<file path="src/rtl/bus_arbiter_rx_pkg.sv">
// ---------------------------------------------------------------------------
// bus_arb_pkg
// Shared types and constants for the two-driver bus arbiter / reader.
//   arb_state_e : arbiter FSM states
//   SRC_D1/D2   : source tag stored with every received beat
// ---------------------------------------------------------------------------
package bus_arb_pkg;

    typedef enum logic [1:0] {
        IDLE = 2'd0,
        GNT1 = 2'd1,
        GNT2 = 2'd2,
        TURN = 2'd3
    } arb_state_e;

    localparam logic SRC_D1 = 1'b0;
    localparam logic SRC_D2 = 1'b1;

endpackage

</file>
<file path="src/rtl/bus_arbiter_rx_fifo.sv">
// ---------------------------------------------------------------------------
// sync_fifo
// Single-clock FIFO with registered pointers and occupancy count.
// Ports:
//   clk, rst   : clock, synchronous active-high reset (control state only)
//   push       : write push_data this cycle (ignored when full)
//   push_data  : WIDTH-bit entry to write
//   pop        : drop the head entry this cycle (ignored when empty)
//   head_data  : current head entry, zero while empty
//   count      : number of stored entries, 0..DEPTH
//   full/empty : occupancy flags
// ---------------------------------------------------------------------------
module sync_fifo #(
    parameter int WIDTH = 9,
    parameter int DEPTH = 4
) (
    input  logic                       clk,
    input  logic                       rst,
    input  logic                       push,
    input  logic [WIDTH-1:0]           push_data,
    input  logic                       pop,
    output logic [WIDTH-1:0]           head_data,
    output logic [$clog2(DEPTH):0]     count,
    output logic                       full,
    output logic                       empty
);

    localparam int AW = $clog2(DEPTH);
    localparam int CW = AW + 1;
    localparam logic [CW-1:0] DEPTH_C = CW'(DEPTH);
    localparam logic [CW-1:0] CNT_ONE = CW'(1);
    localparam logic [AW-1:0] PTR_ONE = AW'(1);

    logic [WIDTH-1:0] mem [DEPTH];
    logic [AW-1:0]    wr_ptr;
    logic [AW-1:0]    rd_ptr;
    logic             do_push;
    logic             do_pop;

    assign full    = (count == DEPTH_C);
    assign empty   = (count == '0);
    // Space is judged on the count before this cycle's pop: no full bypass.
    assign do_push = push & ~full;
    assign do_pop  = pop & ~empty;

    // Head is forced to zero when empty so stale storage never leaks out.
    assign head_data = empty ? '0 : mem[rd_ptr];

    always_ff @(posedge clk) begin
        if (rst) begin
            wr_ptr <= '0;
            rd_ptr <= '0;
            count  <= '0;
        end else begin
            // Power-of-two depth: pointers wrap by natural overflow.
            if (do_push) wr_ptr <= wr_ptr + PTR_ONE;
            if (do_pop)  rd_ptr <= rd_ptr + PTR_ONE;
            if (do_push && !do_pop)
                count <= count + CNT_ONE;
            else if (do_pop && !do_push)
                count <= count - CNT_ONE;
        end
    end

    always_ff @(posedge clk) begin
        if (do_push) mem[wr_ptr] <= push_data;
    end

endmodule

</file>
<file path="src/rtl/bus_arbiter_rx.sv">
// ---------------------------------------------------------------------------
// bus_arbiter_rx
// Owns the enables of two tri-state drivers on a shared bus, arbitrates
// round-robin with bounded hold, inserts one dead turnaround cycle between
// owners, and captures every granted beat (tagged with its source) into a
// FIFO presented downstream as a valid/ready stream.
// Ports:
//   clk, rst        : clock, synchronous active-high reset
//   req1, req2      : driver x has data on offer this cycle
//   ena1, ena2      : driver enables (never both high)
//   bus_in          : shared bus as seen by the reader
//   rx_data, rx_src : head-of-FIFO data and source (0 = driver 1)
//   rx_valid        : FIFO not empty
//   rx_ready        : downstream accepts the head this cycle
//   full            : FIFO holds DEPTH entries
// ---------------------------------------------------------------------------
module bus_arbiter_rx
    import bus_arb_pkg::*;
#(
    parameter int WIDTH    = 8,
    parameter int DEPTH    = 4,
    parameter int HOLD_MAX = 4
) (
    input  logic             clk,
    input  logic             rst,
    input  logic             req1,
    input  logic             req2,
    output logic             ena1,
    output logic             ena2,
    input  logic [WIDTH-1:0] bus_in,
    output logic [WIDTH-1:0] rx_data,
    output logic             rx_src,
    output logic             rx_valid,
    input  logic             rx_ready,
    output logic             full
);

    localparam int CW = $clog2(DEPTH) + 1;
    localparam logic [CW-1:0] DEPTH_C = CW'(DEPTH);
    localparam int BW = (HOLD_MAX > 1) ? $clog2(HOLD_MAX) : 1;
    localparam logic [BW-1:0] HOLD_LAST = BW'(HOLD_MAX - 1);
    localparam logic [BW-1:0] BEAT_ONE  = BW'(1);

    arb_state_e       state;
    logic             last_src;
    logic [BW-1:0]    beats;

    logic [CW-1:0]    fifo_count;
    logic             fifo_empty;
    logic             beat;
    logic [WIDTH:0]   push_data;
    logic [WIDTH:0]   head_data;

    // Enables come from registered state; a full FIFO stalls the owner.
    assign ena1 = (state == GNT1) & req1 & (fifo_count < DEPTH_C);
    assign ena2 = (state == GNT2) & req2 & (fifo_count < DEPTH_C);

    assign beat      = ena1 | ena2;
    assign push_data = {(ena2 ? SRC_D2 : SRC_D1), bus_in};

    assign rx_valid = ~fifo_empty;
    assign rx_src   = head_data[WIDTH];
    assign rx_data  = head_data[WIDTH-1:0];

    sync_fifo #(
        .WIDTH (WIDTH + 1),
        .DEPTH (DEPTH)
    ) u_fifo (
        .clk       (clk),
        .rst       (rst),
        .push      (beat),
        .push_data (push_data),
        .pop       (rx_ready),
        .head_data (head_data),
        .count     (fifo_count),
        .full      (full),
        .empty     (fifo_empty)
    );

    always_ff @(posedge clk) begin
        if (rst) begin
            state    <= IDLE;
            last_src <= SRC_D2;  // so driver 1 wins the first tie
            beats    <= '0;
        end else begin
            case (state)
                IDLE: begin
                    if (req1 && req2)
                        state <= (last_src == SRC_D1) ? GNT2 : GNT1;
                    else if (req1)
                        state <= GNT1;
                    else if (req2)
                        state <= GNT2;
                end
                GNT1: begin
                    if (!req1 || (ena1 && beats == HOLD_LAST)) begin
                        state    <= TURN;
                        last_src <= SRC_D1;
                        beats    <= '0;
                    end else if (ena1) begin
                        beats <= beats + BEAT_ONE;
                    end
                end
                GNT2: begin
                    if (!req2 || (ena2 && beats == HOLD_LAST)) begin
                        state    <= TURN;
                        last_src <= SRC_D2;
                        beats    <= '0;
                    end else if (ena2) begin
                        beats <= beats + BEAT_ONE;
                    end
                end
                TURN: begin
                    // Dead cycle done: prefer the requester that did not just own the bus.
                    if (last_src == SRC_D1) begin
                        if (req2)      state <= GNT2;
                        else if (req1) state <= GNT1;
                        else           state <= IDLE;
                    end else begin
                        if (req1)      state <= GNT1;
                        else if (req2) state <= GNT2;
                        else           state <= IDLE;
                    end
                end
                default: state <= IDLE;
            endcase
        end
    end

endmodule
</file>
<file path="config.mk">
export PLATFORM = sky130hd
export DESIGN_NAME = bus_arbiter_rx
export DESIGN_NICKNAME = d
export VERILOG_FILES = /design/src/rtl/bus_arbiter_rx_pkg.sv /design/src/rtl/bus_arbiter_rx_fifo.sv /design/src/rtl/bus_arbiter_rx.sv
export SDC_FILE = /design/constraint.sdc
export NUM_CORES = 1
export LEC_CHECK = 0
export ABC_AREA = 1
export CORE_MARGIN = 2
export CORE_UTILIZATION = 60
export DETAILED_ROUTE_END_ITERATION = 8
export PLACE_DENSITY = 0.83
export SLEW_MARGIN = 40
export SYNTH_ARGS = -nofsm -noshare
export SYNTH_HDL_FRONTEND = slang
export SYNTH_SLANG_ARGS = --single-unit
export TNS_END_PERCENT = 100
</file>
<file path="constraint.sdc">
create_clock -name clk -period 4.8 [get_ports clk]
set_input_delay 1.44 -clock clk [delete_from_list [all_inputs] [get_ports clk]]
set_output_delay 1.44 -clock clk [all_outputs]
set_load 0.005 [all_outputs]
</file>
**Metal 3**

(8 px per µm)
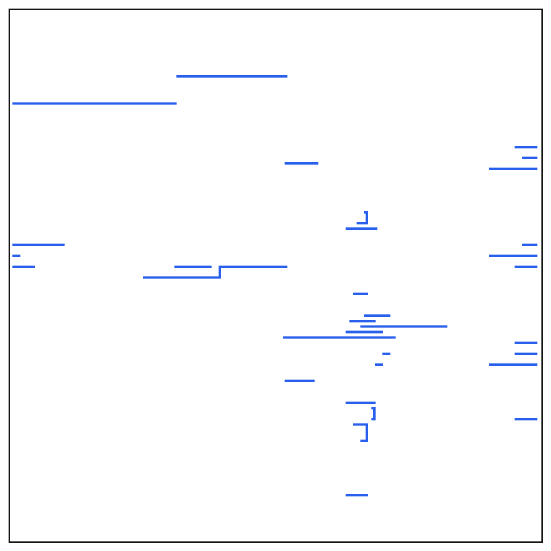
share of all routed wire	4.0%
main direction	horizontal
longest straight run	20.2 µm
global-route met3 utilization: 0.0443
total number of vias: 1,624
total wirelength of the detailed-routed design: 4090 µm

**Gate families picked out**

(6 px per µm)
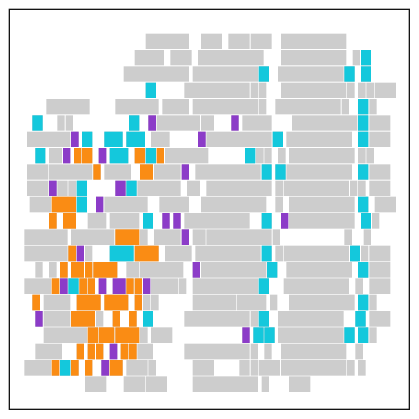
family	colour	cells	most used
NAND gates	orange	40	nand2_1
inverters	purple	24	inv_1
inverting AOI/OAI gates	cyan	44	a21oi_1
Commonest Layout Cell: sky130_fd_sc_hd__nor2_1
final cell count without fillers: 308
share of the final layout cell area in multi-input gates: 0.314

**Routing congestion map**

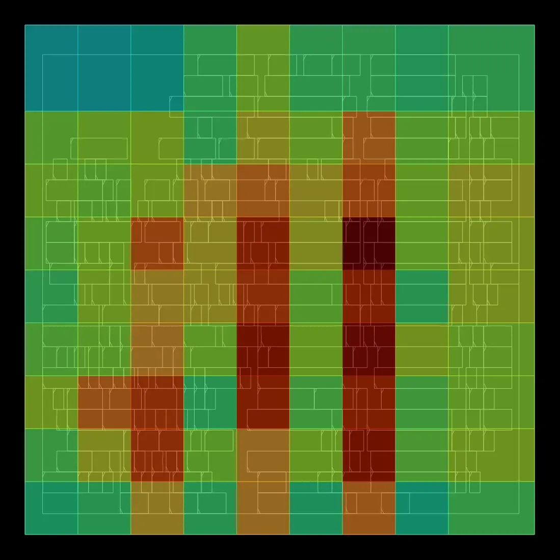
post-DR wirelength/cell: 13.3 µm
global-route met2 utilization: 0.399
fraction of the core area covered by cells at the end of the flow: 0.737
busiest layer in global routing: met2

**Placement by cell class**

(6 px per µm) Fill, decap, tap and diode cells in grey.
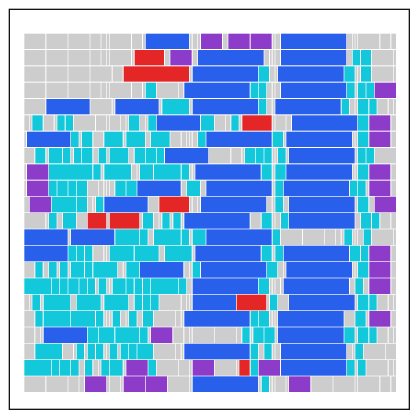
class	colour	cells
flops	blue	50
other buffers and delay cells	purple	25
combinational and other logic	cyan	177
clock drivers and dummy loads	red	8
share of the final layout cell area in sequential cells: 0.497
# rows: 22
post-route standard cell area excluding fillers: 2740 µm²
core area: 3720 µm²

**Drive-strength map**

(6 px per µm)
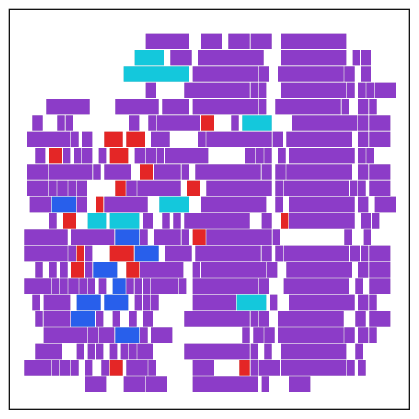
size	colour	cells	share	most used
_6 and larger	cyan	7	2.7%	clkbuf_8
_2 cells	red	18	6.9%	nor2_2
_0 and _1 cells	purple	226	87%	nor2_1
_3 and _4 cells	blue	9	3.5%	nand2_4
worst setup margin: 0.383 ns
Synth-to-Final Area Change: 17.1%
Buffers excl. clock: 25

## sequential cells by signal (all words and copies together) (netlist names), named ones only
| register | cells |
|---|---|
| beats | 2 |
| last_src | 1 |
| state | 2 |
| u_fifo.count | 3 |
| u_fifo.mem | 36 |
| u_fifo.rd_ptr | 2 |
| u_fifo.wr_ptr | 2 |
## per-layer routing
layer | vias up | global-route usage | wire [µm]
met3 | 14 | 0.0443 | 163
met2 | 39 | 0.399 | 2180
met5 | - | 0 | 0
met1 | 752 | 0.204 | 1640
met4 | 0 | 0.128 | 102
li1 | 819 | - | -
## power groups by stage
stage | combinational, mW | clock [mW] | sequential [mW]
final | 0.632 | 0.294 | 0.608
after global routing | 0.712 | 0.310 | 0.617
after CTS | 0.630 | 0.299 | 0.608
after detailed placement | 0.624 | 0 | 0.617
after global placement | 0.604 | 0 | 0.613
after floorplan | 0.427 | 0 | 0.587
## final cells by class
type	instances	share of cell area
multi-input cells	153	0.314
well taps	48	0.0219
clock buffers	5	0.0251
flip-flops and latches	50	0.497
clock inverters	3	0.0160
inverters	24	0.0343
repair buffers	25	0.0914
## cell usage after synthesis, drive strengths merged
cell type and number:
ha 11, a21boi 1, xor2 1, clkinv 1
nand3b 1, nand3 3, buf 4, a21oi 18
edfxtp 36, a21o 1, nor3 1, inv 23
nor2 54, nand2 36, o21ai 25, fa 1
dfxtp 14
## per-stage QoR
stage                     area [µm²]  hold WS (ns)  std cells
after detailed placement        2620         0.447        300
after CTS                       2730         0.463        308
final                           2740         0.461        308
after global routing            2740         0.500        308
after global placement          2620         0.444        300
after floorplan                 2340         0.425        231
## worst min-delay path, delay by kind of cell, from the launching register on
| kind | cells | cell delay [ns] |
|---|---|---|
| AND/OR/NAND/NOR | 2 | 0.10 |
| flip-flops | 1 | 0.32 |
==> notes.org <==
#+TITLE: Implementation results

** Outcome
- Status :: finished clean

** Routing
- Ratio of routed vias to standard cells :: 5.27

** Setup path
- The arrival time of data at the worst endpoint is listed as 2.98 ns.
- STA classifies the critical path startpoint as an input pin.
- Slowest cell on crit path :: sky130_fd_sc_hd__clkdlybuf4s50_1
- The required time at the worst endpoint is listed as 3.36 ns.
- Counting buffers and inverters, the worst setup path is 4 cells deep.
- Category of cells accounting for the largest share of critical-path delay :: buffers and inverters
- Peak fanout along the critical path :: 5
- Worst path most repeated cell :: sky130_fd_sc_hd__clkdlybuf4s50_1
- Worst Setup End Kind :: primary output

** Final timing
- The flow reports an fmax of 0.226 GHz.
- Subtracting the final worst setup slack from the clock period gives around 4.4 ns.
- For the pin with the worst max-slew slack, the measured transition is approximately 0.83 ns.

** Power
- Dividing total power by cell area gives a power density of 560 nW/µm².
- The script computed the net switching share of total power as 0.362.
- Of the total power, registers draw 0.396.

** Min path
- STA lists the startpoint of the worst hold path as last_src.
- Hold Crit Class :: flop to flop
- Worst Hold Path EP :: last_src

** Flow run
- Total tool warning count :: 33

** Global route
- Global routing usage summed across all routing layers :: 0.210
- First-pass GRT wire length :: 6720 µm

** Synth
- The area fraction of the largest cell type after synthesis is 0.462.
- The cell-mix breakdown from Yosys lists the simple-gate area share as 0.188.
- Synthesis produced 231 cells.

** Clock network
- For this design, the CTS-stage hold fixing added 0 buffers.
- In this run the number of H-tree levels came out at 2.
Power is estimated from default activity; no workload was simulated.
